**Sequential cells colored by netlist name**

Drawn at 6 px/um. Other sequential cells in the stronger gray, the rest of the logic in the fainter gray.
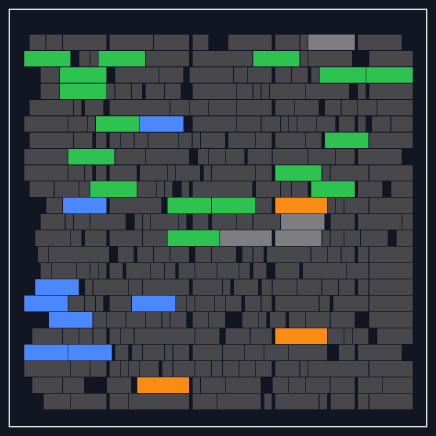
**Placement view**

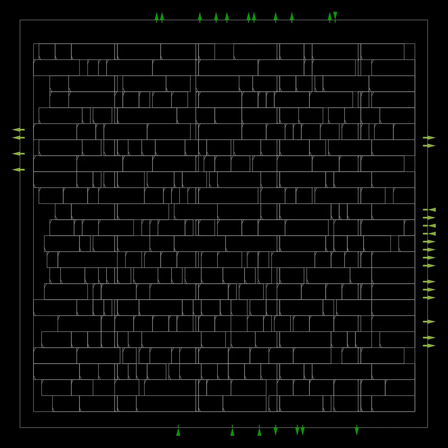
--- config.mk ---
export PLATFORM = sky130hd
export DESIGN_NAME = multicycle_controller_flat
export DESIGN_NICKNAME = d
export VERILOG_FILES = /design/src/rtl/multicycle_controller_if.sv /design/src/rtl/multicycle_controller.sv /design/src/flat_wrapper.sv
export SDC_FILE = /design/constraint.sdc
export NUM_CORES = 1
export LEC_CHECK = 0
export CORE_MARGIN = 2
export CORE_UTILIZATION = 42
export DETAILED_ROUTE_END_ITERATION = 10
export PLACE_DENSITY = 0.8
export SLEW_MARGIN = 15
export SYNTH_ARGS = -nofsm -noshare
export SYNTH_HDL_FRONTEND = slang
export SYNTH_SLANG_ARGS = --single-unit
--- constraint.sdc ---
create_clock -name clk -period 1.8 [get_ports clk]
set_clock_uncertainty 0.15 [all_clocks]
set_input_delay 0.36 -clock clk [delete_from_list [all_inputs] [get_ports clk]]
set_output_delay 0.36 -clock clk [all_outputs]
set_load 0.1 [all_outputs]
--- src/rtl/multicycle_controller_if.sv ---
// Shared memory-port handshake between the controller and the memory.
// The controller (master) issues requests; memory (slave) acknowledges them.
interface multicycle_controller_if;
    logic mem_req;
    logic mem_we;
    logic mem_addr_sel;
    logic mem_ack;

    modport master (
        output mem_req,
        output mem_we,
        output mem_addr_sel,
        input  mem_ack
    );

    modport slave (
        input  mem_req,
        input  mem_we,
        input  mem_addr_sel,
        output mem_ack
    );
endinterface

--- src/rtl/multicycle_controller.sv ---
// Multi-cycle processor control FSM.
// Sequences FETCH/DECODE/EXEC/MEM/WB, drives datapath strobes, watches memory
// waits for a timeout and counts retired instructions.
module multicycle_controller #(
    parameter int unsigned MEM_TIMEOUT = 15
) (
    input  logic                           clk,
    input  logic                           rst,
    input  logic                           start,
    input  logic [2:0]                     opcode,
    multicycle_controller_if.master        mem,
    output logic                           ir_load,
    output logic                           pc_inc,
    output logic                           reg_we,
    output logic                           wb_sel,
    output logic [1:0]                     alu_op,
    output logic                           busy,
    output logic                           halted,
    output logic                           fault,
    output logic [2:0]                     state,
    output logic [15:0]                    instret
);

    typedef enum logic [2:0] {
        S_IDLE   = 3'd0,
        S_FETCH  = 3'd1,
        S_DECODE = 3'd2,
        S_EXEC   = 3'd3,
        S_MEM    = 3'd4,
        S_WB     = 3'd5,
        S_HALT   = 3'd6
    } state_t;

    typedef enum logic [2:0] {
        OP_NOP   = 3'b000,
        OP_LOAD  = 3'b001,
        OP_STORE = 3'b010,
        OP_ADD   = 3'b011,
        OP_SUB   = 3'b100,
        OP_AND   = 3'b101,
        OP_OR    = 3'b110,
        OP_HALT  = 3'b111
    } op_t;

    localparam logic [7:0] TIMEOUT = 8'(MEM_TIMEOUT);

    state_t      state_q;
    op_t         op_q;
    logic [7:0]  wait_cnt;
    logic        fault_q;
    logic [15:0] instret_q;

    // Sequencing, opcode latch, memory-wait watchdog and retire counter.
    always_ff @(posedge clk) begin
        if (rst) begin
            state_q   <= S_IDLE;
            op_q      <= OP_NOP;
            wait_cnt  <= '0;
            fault_q   <= 1'b0;
            instret_q <= '0;
        end else begin
            case (state_q)
                S_IDLE: begin
                    if (start) begin
                        state_q  <= S_FETCH;
                        wait_cnt <= '0;
                    end
                end
                S_FETCH: begin
                    if (mem.mem_ack) begin
                        state_q <= S_DECODE;
                    end else if (wait_cnt == TIMEOUT) begin
                        fault_q <= 1'b1;
                        state_q <= S_HALT;
                    end else begin
                        wait_cnt <= wait_cnt + 8'd1;
                    end
                end
                S_DECODE: begin
                    op_q <= op_t'(opcode);
                    case (op_t'(opcode))
                        OP_NOP: begin
                            state_q   <= S_FETCH;
                            wait_cnt  <= '0;
                            instret_q <= instret_q + 16'd1;
                        end
                        OP_LOAD, OP_STORE: begin
                            state_q  <= S_MEM;
                            wait_cnt <= '0;
                        end
                        OP_HALT: state_q <= S_HALT;
                        default: state_q <= S_EXEC;
                    endcase
                end
                S_EXEC: state_q <= S_WB;
                S_MEM: begin
                    if (mem.mem_ack) begin
                        if (op_q == OP_STORE) begin
                            state_q   <= S_FETCH;
                            wait_cnt  <= '0;
                            instret_q <= instret_q + 16'd1;
                        end else begin
                            state_q <= S_WB;
                        end
                    end else if (wait_cnt == TIMEOUT) begin
                        fault_q <= 1'b1;
                        state_q <= S_HALT;
                    end else begin
                        wait_cnt <= wait_cnt + 8'd1;
                    end
                end
                S_WB: begin
                    state_q   <= S_FETCH;
                    wait_cnt  <= '0;
                    instret_q <= instret_q + 16'd1;
                end
                S_HALT: state_q <= S_HALT;
                default: state_q <= S_IDLE;
            endcase
        end
    end

    // Strobe decode from state/op_q; ir_load and pc_inc also need mem_ack.
    always_comb begin
        mem.mem_req      = 1'b0;
        mem.mem_we       = 1'b0;
        mem.mem_addr_sel = 1'b0;
        ir_load          = 1'b0;
        pc_inc           = 1'b0;
        reg_we           = 1'b0;
        wb_sel           = 1'b0;
        alu_op           = 2'b00;
        case (state_q)
            S_FETCH: begin
                mem.mem_req = 1'b1;
                ir_load     = mem.mem_ack;
                pc_inc      = mem.mem_ack;
            end
            S_MEM: begin
                mem.mem_req      = 1'b1;
                mem.mem_addr_sel = 1'b1;
                mem.mem_we       = (op_q == OP_STORE);
            end
            S_EXEC, S_WB: begin
                case (op_q)
                    OP_SUB:  alu_op = 2'b01;
                    OP_AND:  alu_op = 2'b10;
                    OP_OR:   alu_op = 2'b11;
                    default: alu_op = 2'b00;
                endcase
                if (state_q == S_WB) begin
                    reg_we = 1'b1;
                    wb_sel = (op_q == OP_LOAD);
                end
            end
            default: ;
        endcase
    end

    // Status outputs straight from the registers.
    always_comb begin
        busy    = (state_q != S_IDLE) && (state_q != S_HALT);
        halted  = (state_q == S_HALT);
        fault   = fault_q;
        state   = state_q;
        instret = instret_q;
    end

endmodule

--- src/flat_wrapper.sv ---
// flat-port wrapper written by rule: the top's interface ports become plain ports
module multicycle_controller_flat 
#(
    parameter int unsigned MEM_TIMEOUT = 15
)
  (clk, rst, start, opcode, ir_load, pc_inc, reg_we, wb_sel, alu_op, busy, halted, fault, state, instret, mem_mem_req, mem_mem_we, mem_mem_addr_sel, mem_mem_ack);
  multicycle_controller_if mem_i ();
  input  logic clk;
  input  logic rst;
  input  logic start;
  input  logic [2:0] opcode;
  output logic ir_load;
  output logic pc_inc;
  output logic reg_we;
  output logic wb_sel;
  output logic [1:0] alu_op;
  output logic busy;
  output logic halted;
  output logic fault;
  output logic [2:0] state;
  output logic [15:0] instret;
  output wire logic [$bits(mem_i.mem_req)-1:0] mem_mem_req;
  output wire logic [$bits(mem_i.mem_we)-1:0] mem_mem_we;
  output wire logic [$bits(mem_i.mem_addr_sel)-1:0] mem_mem_addr_sel;
  input wire logic [$bits(mem_i.mem_ack)-1:0] mem_mem_ack;
  assign mem_mem_req = mem_i.mem_req;
  assign mem_mem_we = mem_i.mem_we;
  assign mem_mem_addr_sel = mem_i.mem_addr_sel;
  assign mem_i.mem_ack = mem_mem_ack;
  multicycle_controller #(.MEM_TIMEOUT(MEM_TIMEOUT)) u_core (.clk(clk), .rst(rst), .start(start), .opcode(opcode), .mem(mem_i), .ir_load(ir_load), .pc_inc(pc_inc), .reg_we(reg_we), .wb_sel(wb_sel), .alu_op(alu_op), .busy(busy), .halted(halted), .fault(fault), .state(state), .instret(instret));
endmodule
==> notes.md <==
The run finished, with violations left. The final reports fail on setup timing. A synthesized cell averages 8.00 sq um.

Per the timing report, the achievable frequency comes out to 0.449 GHz. The worst reg2reg path depth works out to 7. The routed length per placed instance is 26.6 um, and the peak supply drop is 0.000653 V.

Per the skew report, the later register of the worst-skew pair sees a clock latency of 0.29 ns. The number of flip-flops and latches in the synthesized netlist was 31; the required time of the critical path was 1.82 ns. Combinational cells account for 30.6% of the total power. Post-CTS repair ended up resizing 40 cells. Startpoint of the most critical register-to-register path: u_core.op_q[0]$_SDFFE_PP0N_. The run gives 23 as the cell row count. In this run the post-CTS setup repair buffer count came out at 19. The synthesis report gives the async set-or-reset register share as 0%. The net switching power of the design is 0.000613 W, and the clock buffer count from CTS is 5.

The worst path setup slack after routing was -0.428 ns. The synthesized design spends more area on one cell type than any other, namely sky130_fd_sc_hd__dfxtp_1. The number of H-tree levels was 2; the floorplan core area was 4060 sq um. Global routing put the most usage on met2. The count of flip-flops with a built-in enable after synthesis was 0. Of the total power, the clock network draws 30.6%.

Clock-pin slew on the worst setup and hold paths: 0.07 ns. Post-route period utilization is reported as 124%. The total iterations of the first detailed-routing run is 8. The final wirelength is 10100 um, and the estimated wirelength of the detail-placed design is 4310 um. Looking at the reg2reg group, the worst path ends at u_core.instret[13]$_SDFFE_PP0P_. Yosys attributes the largest share of cell area to sky130_fd_sc_hd__dfxtp_1 (35%), sky130_fd_sc_hd__xnor2_1 (6.8%), sky130_fd_sc_hd__a21oi_1 (6.1%). The area taken by multi-input combinational cells is reported as 1580 sq um.

Max fanout on the critical path was recorded as 4. The longest individual stage delay on the worst path works out to 0.47 ns. The critical path start-end classification is input pin to flop. Summing internal, switching and leakage power gives 0.00180 W.

The report lists the cells along the critical path as clkdlybuf4s50_1, nor3_1, buf_4, a21oi_4, buf_4, a2111oi_4, xnor2_1, nor2_1. Warnings reported by Yosys during synthesis add up to 0. The leading register cell type out of synthesis was sky130_fd_sc_hd__dfxtp_1. In the per-layer summary, the met1 wirelength comes to 3600 um.

In this run the top signal layer used is met4. The floorplan die height was 69.3 um; the final critical path time including I/O delays and setup was 2.23 ns. The global-route wire length before repair came out at 12500 um. After synthesis, the most frequently instantiated cells are sky130_fd_sc_hd__dfxtp_1 (31), sky130_fd_sc_hd__nor2_1 (24), sky130_fd_sc_hd__a21oi_1 (22), sky130_fd_sc_hd__nand2_1 (22), sky130_fd_sc_hd__xnor2_1 (14). The longest clock path from root to sink contains 2 buffers.

Across every metal layer, demand over resource in global routing totals 33.1%. X dimension of the die: 69.3 um. The number of setup violations in the final report was 39; the full die area was 4800 sq um. The global routing met3 resource utilization came out at 8.28%. For the via count of the first global-routing pass, the log shows 2350. TritonCTS built the clock tree. The count of pins over their slew limit was 0. Post-synthesis net count: 233. Entering global routing, the biggest net connects 23 pins. Per the post-route antenna check, the number of violating nets is 0. The tools report the boundary pin count as 38. Wire segments on met2 add up to 4720 um in the final route.

The clock sink total is 31. Among logic cells in the layout, the one with the most instances is sky130_fd_sc_hd__buf_4. The switching part of the total power was 34.0%. Setup repair after global routing could not meet its margin everywhere. The script reports the combined buffer and inverter count of the critical path as 3. The transition time recorded at the tightest slew-check pin is 0.415 ns. For the cell total in the yosys stat output, the log shows 224.

The highest-delay cell along the critical path was sky130_fd_sc_hd__a2111oi_4. The most numerous cell in the Yosys netlist was sky130_fd_sc_hd__dfxtp_1. The top cell type by area accounts for 34.6% of the synthesized area. STA classifies the critical path startpoint as an input pin. The final route contains 2615 vias.

The post-CTS hold buffer count recorded in the log is 0.
-- 'sequential cells colored by netlist name' (at the start) --
legend:
  orange:
    netlist_name: `u_core.state`
    placed_flops: 3
  blue:
    netlist_name: `u_core.wait_cnt`
    placed_flops: 8
  green:
    netlist_name: `u_core.instret`
    placed_flops: 16
not colored: 4
sequential power: 0.000701 W
sequential cell area: 654 sq um
post-route core utilization: 93.4%

-- 'placement view' (at the start) --
number of well taps: 50
post-route insts no fill: 380

-- metrics by stage --
step	setup WS [ns]	hold WS [ns]	util, %
4_1_cts	-0.230	0.343	85.4
2_1_floorplan	-0.419	0.307	-
3_5_place_dp	-0.543	0.333	75.6
5_1_grt	-0.443	0.379	93.4
3_3_place_gp	-0.439	0.324	75.6
6_report	-0.428	0.357	93.4
-- cell type report --
cell class	instances	share of cell area, %
Inverter	4	0.462
Multi-Input combinational cell	173	41.7
Sequential cell	31	17.3
Tap cell	50	1.65
Clock buffer	7	2.01
Clock inverter	1	0.132
Timing Repair Buffer	114	36.8
-- kinds of logic (layout without fill, tap and decap cells) --
logic type / Yosys count / in the layout / share of synthesized area (%)
AND-OR/OR-AND: 60 / 60 / 22.6
AND/OR/NAND/NOR: 96 / 96 / 28.9
flip-flops: 31 / 31 / 34.6
adder cells (fa/ha/maj): 2 / 2 / 1.40
XOR/XNOR: 15 / 15 / 7.33
buffers and inverters: 20 / 126 / 5.10
-- power groups by stage --
| stage | combinational [W] | clock (W) | sequential [W] |
|---|---|---|---|
| after global placement | 0.000377 | 0 | 0.000718 |
| final | 0.000552 | 0.000551 | 0.000701 |
| after global routing | 0.000562 | 0.000587 | 0.000701 |
| after CTS | 0.000445 | 0.000525 | 0.000698 |
| after detailed placement | 0.000388 | 0 | 0.000718 |
| after floorplan | 0.000220 | 0 | 0.000741 |
-- state kept, by name, summed over array words and instances (netlist names) --
register,flops
u_core.fault,1
u_core.instret,16
u_core.op_q,3
u_core.state,3
u_core.wait_cnt,8
-- tightest hold or removal path: stages (launching register included) --
cell	delay, ns
sky130_fd_sc_hd__dfxtp_1	0.32
sky130_fd_sc_hd__inv_1	0.07
sky130_fd_sc_hd__o32ai_2	0.07
Power and IR drop assume default switching activity.
